File: src/rtl/insn_prefetch.sv
// rtl/insn_prefetch.sv - in-order instruction prefetch queue between the core and instruction memory
module insn_prefetch #(
  parameter int DEPTH = 4,
  parameter int AW    = 32
) (
  input  logic          clk,
  input  logic          rst_n,
  input  logic [AW-1:0] fetch_addr,
  output logic [31:0]   insn,
  output logic          insn_valid,
  input  logic          insn_ready,
  output logic          mem_req,
  output logic [AW-1:0] mem_addr,
  input  logic          mem_gnt,
  input  logic          mem_rvalid,
  input  logic [31:0]   mem_rdata
);

  localparam int PW = (DEPTH > 1) ? $clog2(DEPTH) : 1;
  localparam int CW = $clog2(DEPTH) + 1;

  logic [31:0]   q_data [DEPTH];
  logic [PW-1:0] rd_ptr, wr_ptr;
  logic [CW-1:0] count, outstanding, discard;
  logic [AW-1:0] head_addr, next_req_addr;
  logic          run;
  logic [CW:0]   occupancy;
  logic          redirect, pop, push, drop, issue;

  assign redirect  = (fetch_addr != head_addr);
  assign occupancy = {1'b0, count} + {1'b0, outstanding} + {1'b0, discard};

  // run holds requests off until the first edge after reset release
  assign mem_req    = run && !redirect && (occupancy < (CW+1)'(DEPTH));
  assign mem_addr   = next_req_addr;
  assign insn_valid = (count != '0) && !redirect;
  assign insn       = insn_valid ? q_data[rd_ptr] : 32'h0;

  assign pop   = insn_valid && insn_ready;
  assign drop  = mem_rvalid && (discard != '0);
  assign push  = mem_rvalid && (discard == '0);
  assign issue = mem_req && mem_gnt;

  always_ff @(posedge clk or negedge rst_n) begin
    if (!rst_n) begin
      run           <= 1'b0;
      rd_ptr        <= '0;
      wr_ptr        <= '0;
      count         <= '0;
      outstanding   <= '0;
      discard       <= '0;
      head_addr     <= '0;
      next_req_addr <= '0;
    end else begin
      run <= 1'b1;
      if (redirect) begin
        // every in-flight response, less the one landing now, becomes garbage
        rd_ptr        <= '0;
        wr_ptr        <= '0;
        count         <= '0;
        outstanding   <= '0;
        discard       <= discard + outstanding - CW'(mem_rvalid);
        head_addr     <= fetch_addr;
        next_req_addr <= fetch_addr;
      end else begin
        if (push) wr_ptr <= wr_ptr + PW'(1);
        if (pop) begin
          rd_ptr    <= rd_ptr + PW'(1);
          head_addr <= head_addr + AW'(1);
        end
        if (issue) next_req_addr <= next_req_addr + AW'(1);
        count       <= count + CW'(push) - CW'(pop);
        outstanding <= outstanding + CW'(issue) - CW'(push);
        discard     <= discard - CW'(drop);
      end
    end
  end

  always_ff @(posedge clk) begin
    if (push && !redirect) q_data[wr_ptr] <= mem_rdata;
  end

endmodule

File: config.mk
export PLATFORM = sky130hd
export DESIGN_NAME = insn_prefetch
export DESIGN_NICKNAME = d
export VERILOG_FILES = /design/src/rtl/insn_prefetch.sv
export SDC_FILE = /design/constraint.sdc
export NUM_CORES = 1
export LEC_CHECK = 0
export CAP_MARGIN = 20
export CORE_ASPECT_RATIO = 1.25
export CORE_MARGIN = 4
export CORE_UTILIZATION = 30
export DETAILED_ROUTE_END_ITERATION = 16
export HOLD_SLACK_MARGIN = 0.1
export PLACE_DENSITY = 0.55
export SYNTH_ARGS = -nofsm -noshare
export SYNTH_HDL_FRONTEND = slang
export SYNTH_SLANG_ARGS = --single-unit
File: constraint.sdc
create_clock -name clk -period 11.3 [get_ports clk]
set_clock_uncertainty 0.05 [all_clocks]
set_input_delay 2.26 -clock clk [delete_from_list [all_inputs] [get_ports clk]]
set_output_delay 2.26 -clock clk [all_outputs]
set_load 0.01 [all_outputs]
==> images/final_congestion.png <==
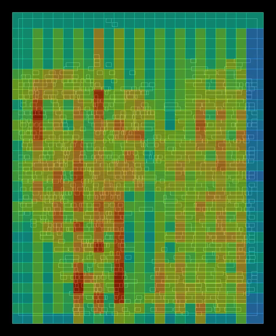
met2 track demand over resource in global routing: 22.99%
wire length per cell after detailed routing: 18.93 um
fraction of met1 tracks used by global routing: 16.60%
total global routing track utilization: 13.08%

==> images/gate_families.png <==
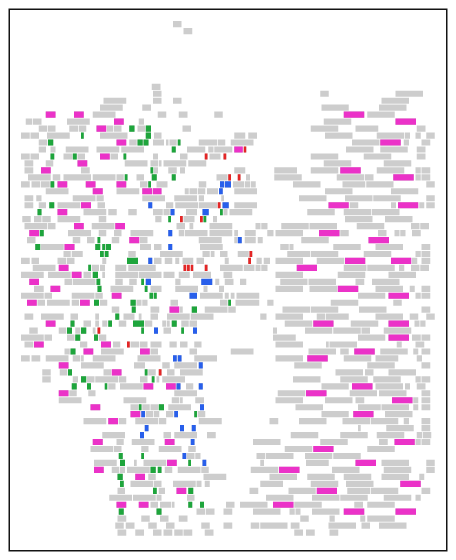
legend:
  green:
    family: NAND gates
    cells: 81
    most_used: nand4_1
  magenta:
    family: multiplexers
    cells: 83
    most_used: mux4_2
    where: widely spread
  blue:
    family: inverting AOI/OAI gates
    cells: 31
    most_used: a21oi_1
  red:
    family: inverters
    cells: 17
    most_used: inv_1
    where: center

==> images/registers.png <==
Bar = 50 um. Other sequential cells in the stronger gray, the rest of the logic in the fainter gray.
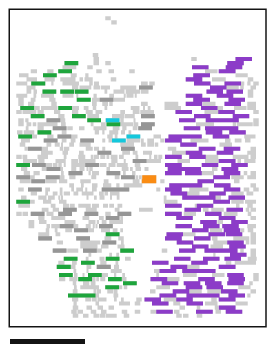
legend:
  purple:
    netlist_name: q_data
    placed_flops: 128
    where: a column on the right
  cyan:
    netlist_name: outstanding
    placed_flops: 3
  green:
    netlist_name: mem_addr
    placed_flops: 32
  orange:
    netlist_name: rd_ptr
    placed_flops: 2
not colored: 41

==> images/met4.png <==
Bar = 50 um.
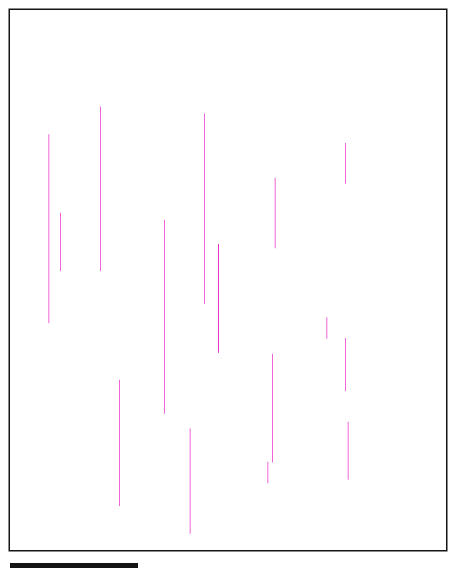
main direction: vertical
wire length on this layer: 586 um
longest straight run: 75.5 um

==> images/metal_stack.png <==
Two of the layers only.
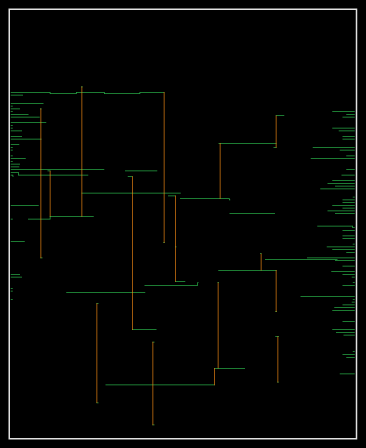
legend:
  orange:
    layer: met4
    wire_length: 586 um
  green:
    layer: met3
    wire_length: 1,170 um

stage by stage:
step / power, W / std cells / utilization (%) / hold WS, ns / cell area [um2]
detailed placement: 0.001015 / 1220 / 35.86 / 0.5525 / 11690
global route: 0.001833 / 1257 / 38.15 / 0.6000 / 12430
global placement: 0.001013 / 1220 / 35.86 / 0.5522 / 11690
finish: 0.001749 / 1257 / 38.15 / 0.5602 / 12430
CTS: 0.001779 / 1257 / 38.15 / 0.5595 / 12430
floorplan: 0.0009358 / 681 / - / 0.5261 / 9878
registers in the layout (all words and copies together), names as in the netlist:
signal       flops
q_data         128
head_addr       32
mem_addr        32
count            3
discard          3
outstanding      3
rd_ptr           2
wr_ptr           2
run              1
kinds of logic (layout without fill, tap and decap cells):
kind of cell / count (synthesis) / after routing / share of synthesized area, %
XOR/XNOR: 104 / 104 / 9.221
buffers and inverters: 41 / 199 / 2.014
other: 1 / 1 / 0.03796
adder cells (fa/ha/maj): 22 / 22 / 3.243
AND/OR/NAND/NOR: 193 / 193 / 11.96
flip-flops: 206 / 206 / 58.67
AND-OR/OR-AND: 31 / 31 / 1.773
multiplexers: 83 / 83 / 13.08
cell type report:
class                      count  area (um2)
fill                        3118       20160
sequential                   206        5797
multi-input combinational    434        3884
timing repair buffer         145        1421
clock buffer                  26       586.8
tap                          418       523.0
clock inverter                11       158.9
inverter                      17       63.81
routing by layer:
metal | vias to the layer above | share of wire, % | GRT usage (%)
met5 | - | 0 | 0
met4 | 0 | 2.5 | 3.581
met3 | 33 | 4.9 | 2.303
met2 | 130 | 50 | 22.99
met1 | 3032 | 42 | 16.60
li1 | 2840 | - | -
==> notes.md <==
The full implementation flow was run.

For this run, the top clock speed supported by timing is 132.7 MHz. For this design the static power due to leakage is 4.298 nW. The synthesized instance count stands at around 680.

The area share of the largest cell type after synthesis stands at between 30% and 40%. The proportion of power drawn by the clock network stands at 42.9%. The setup total negative slack stands at 0 ns. In this run the deepest clock path goes through 3 buffers. The report puts the cell count of the worst reg-to-reg path at 15. The number of global-route vias before repair was 6,396. The number of buffers added by the clock tree synthesis step stands at 23.

The pin slew with the least headroom to its limit stands at just over 0.9 ns. Among cell families on the critical path, the largest total delay comes from simple AND/OR/NAND/NOR gates. The final tally of hold violations stands at 0. The post-cts resize count stands at 0.

The mean instance size in the synthesized netlist stands at 14.51 um2. Row generation in the floorplan step produced 74 rows. The layout summary lists the proportion of cells stronger than drive strength 1 as about 15%.

The global-route wire length before repair stands at 37,090 um. The number of antenna violations at the first check in global routing stands at 0. The dominant power group in this design is sequential cells.

In the setup report, the worst path falls into the class in2out. Across the run, the number of max-cap violations was 0. The vertical die dimension reported for this design is 210.9 um. Yosys stat counts about 680 cells in the synthesized netlist. After synthesis the netlist holds a flip-flop and latch count of 206. The data arrival time reported for the critical path is between 5 and 6 ns. Setup repair after global routing left no endpoint under its margin. The switching part of the total power stands at 22.26%. The H-tree depth reported by CTS stands at 1. Entering global routing, the biggest net connects 71 pins.

Per the cell usage report, the commonest logic cell in the layout is sky130_fd_sc_hd__clkdlybuf4s50_1. The fraction of the cycle the final worst path needs stands at 66.68%. The flow ran to the end, and the final reports show no timing, DRC or antenna violations.

The first routing iteration left 256 violations. The hold-fix buffer count after cts stands at 0. The combinational logic power stands at 0.000156 W. The count of buffers inserted at the top-level ports stands at 134. IR analysis of the VDD net gives a maximum drop of 89.92 uV. Global routing finished with a remaining overflow of 0. STA classifies the critical path endpoint as an output port. The via count normalized by instance count stands at 4.801. The clock network latency to the later pin of the worst-skew pair stands at approximately 0.50 ns. The number of nets handed over by synthesis was 772. The final antenna diode tally reported by the flow is 0. From left edge to right edge, the die measures 170.3 um. The data required time at the worst endpoint stands at between 8 and 9 ns. Setup slack on the critical path of the routed design comes to 3.765 ns.

After clock tree synthesis, the setup repair step added 0 buffers. The power per standard cell area stands at 140.6 nW/um2. The main area contributors are sky130_fd_sc_hd__edfxtp_1 39%, sky130_fd_sc_hd__dfrtp_1 20%, sky130_fd_sc_hd__mux4_2 7.3%.
Power and IR drop assume default switching activity.
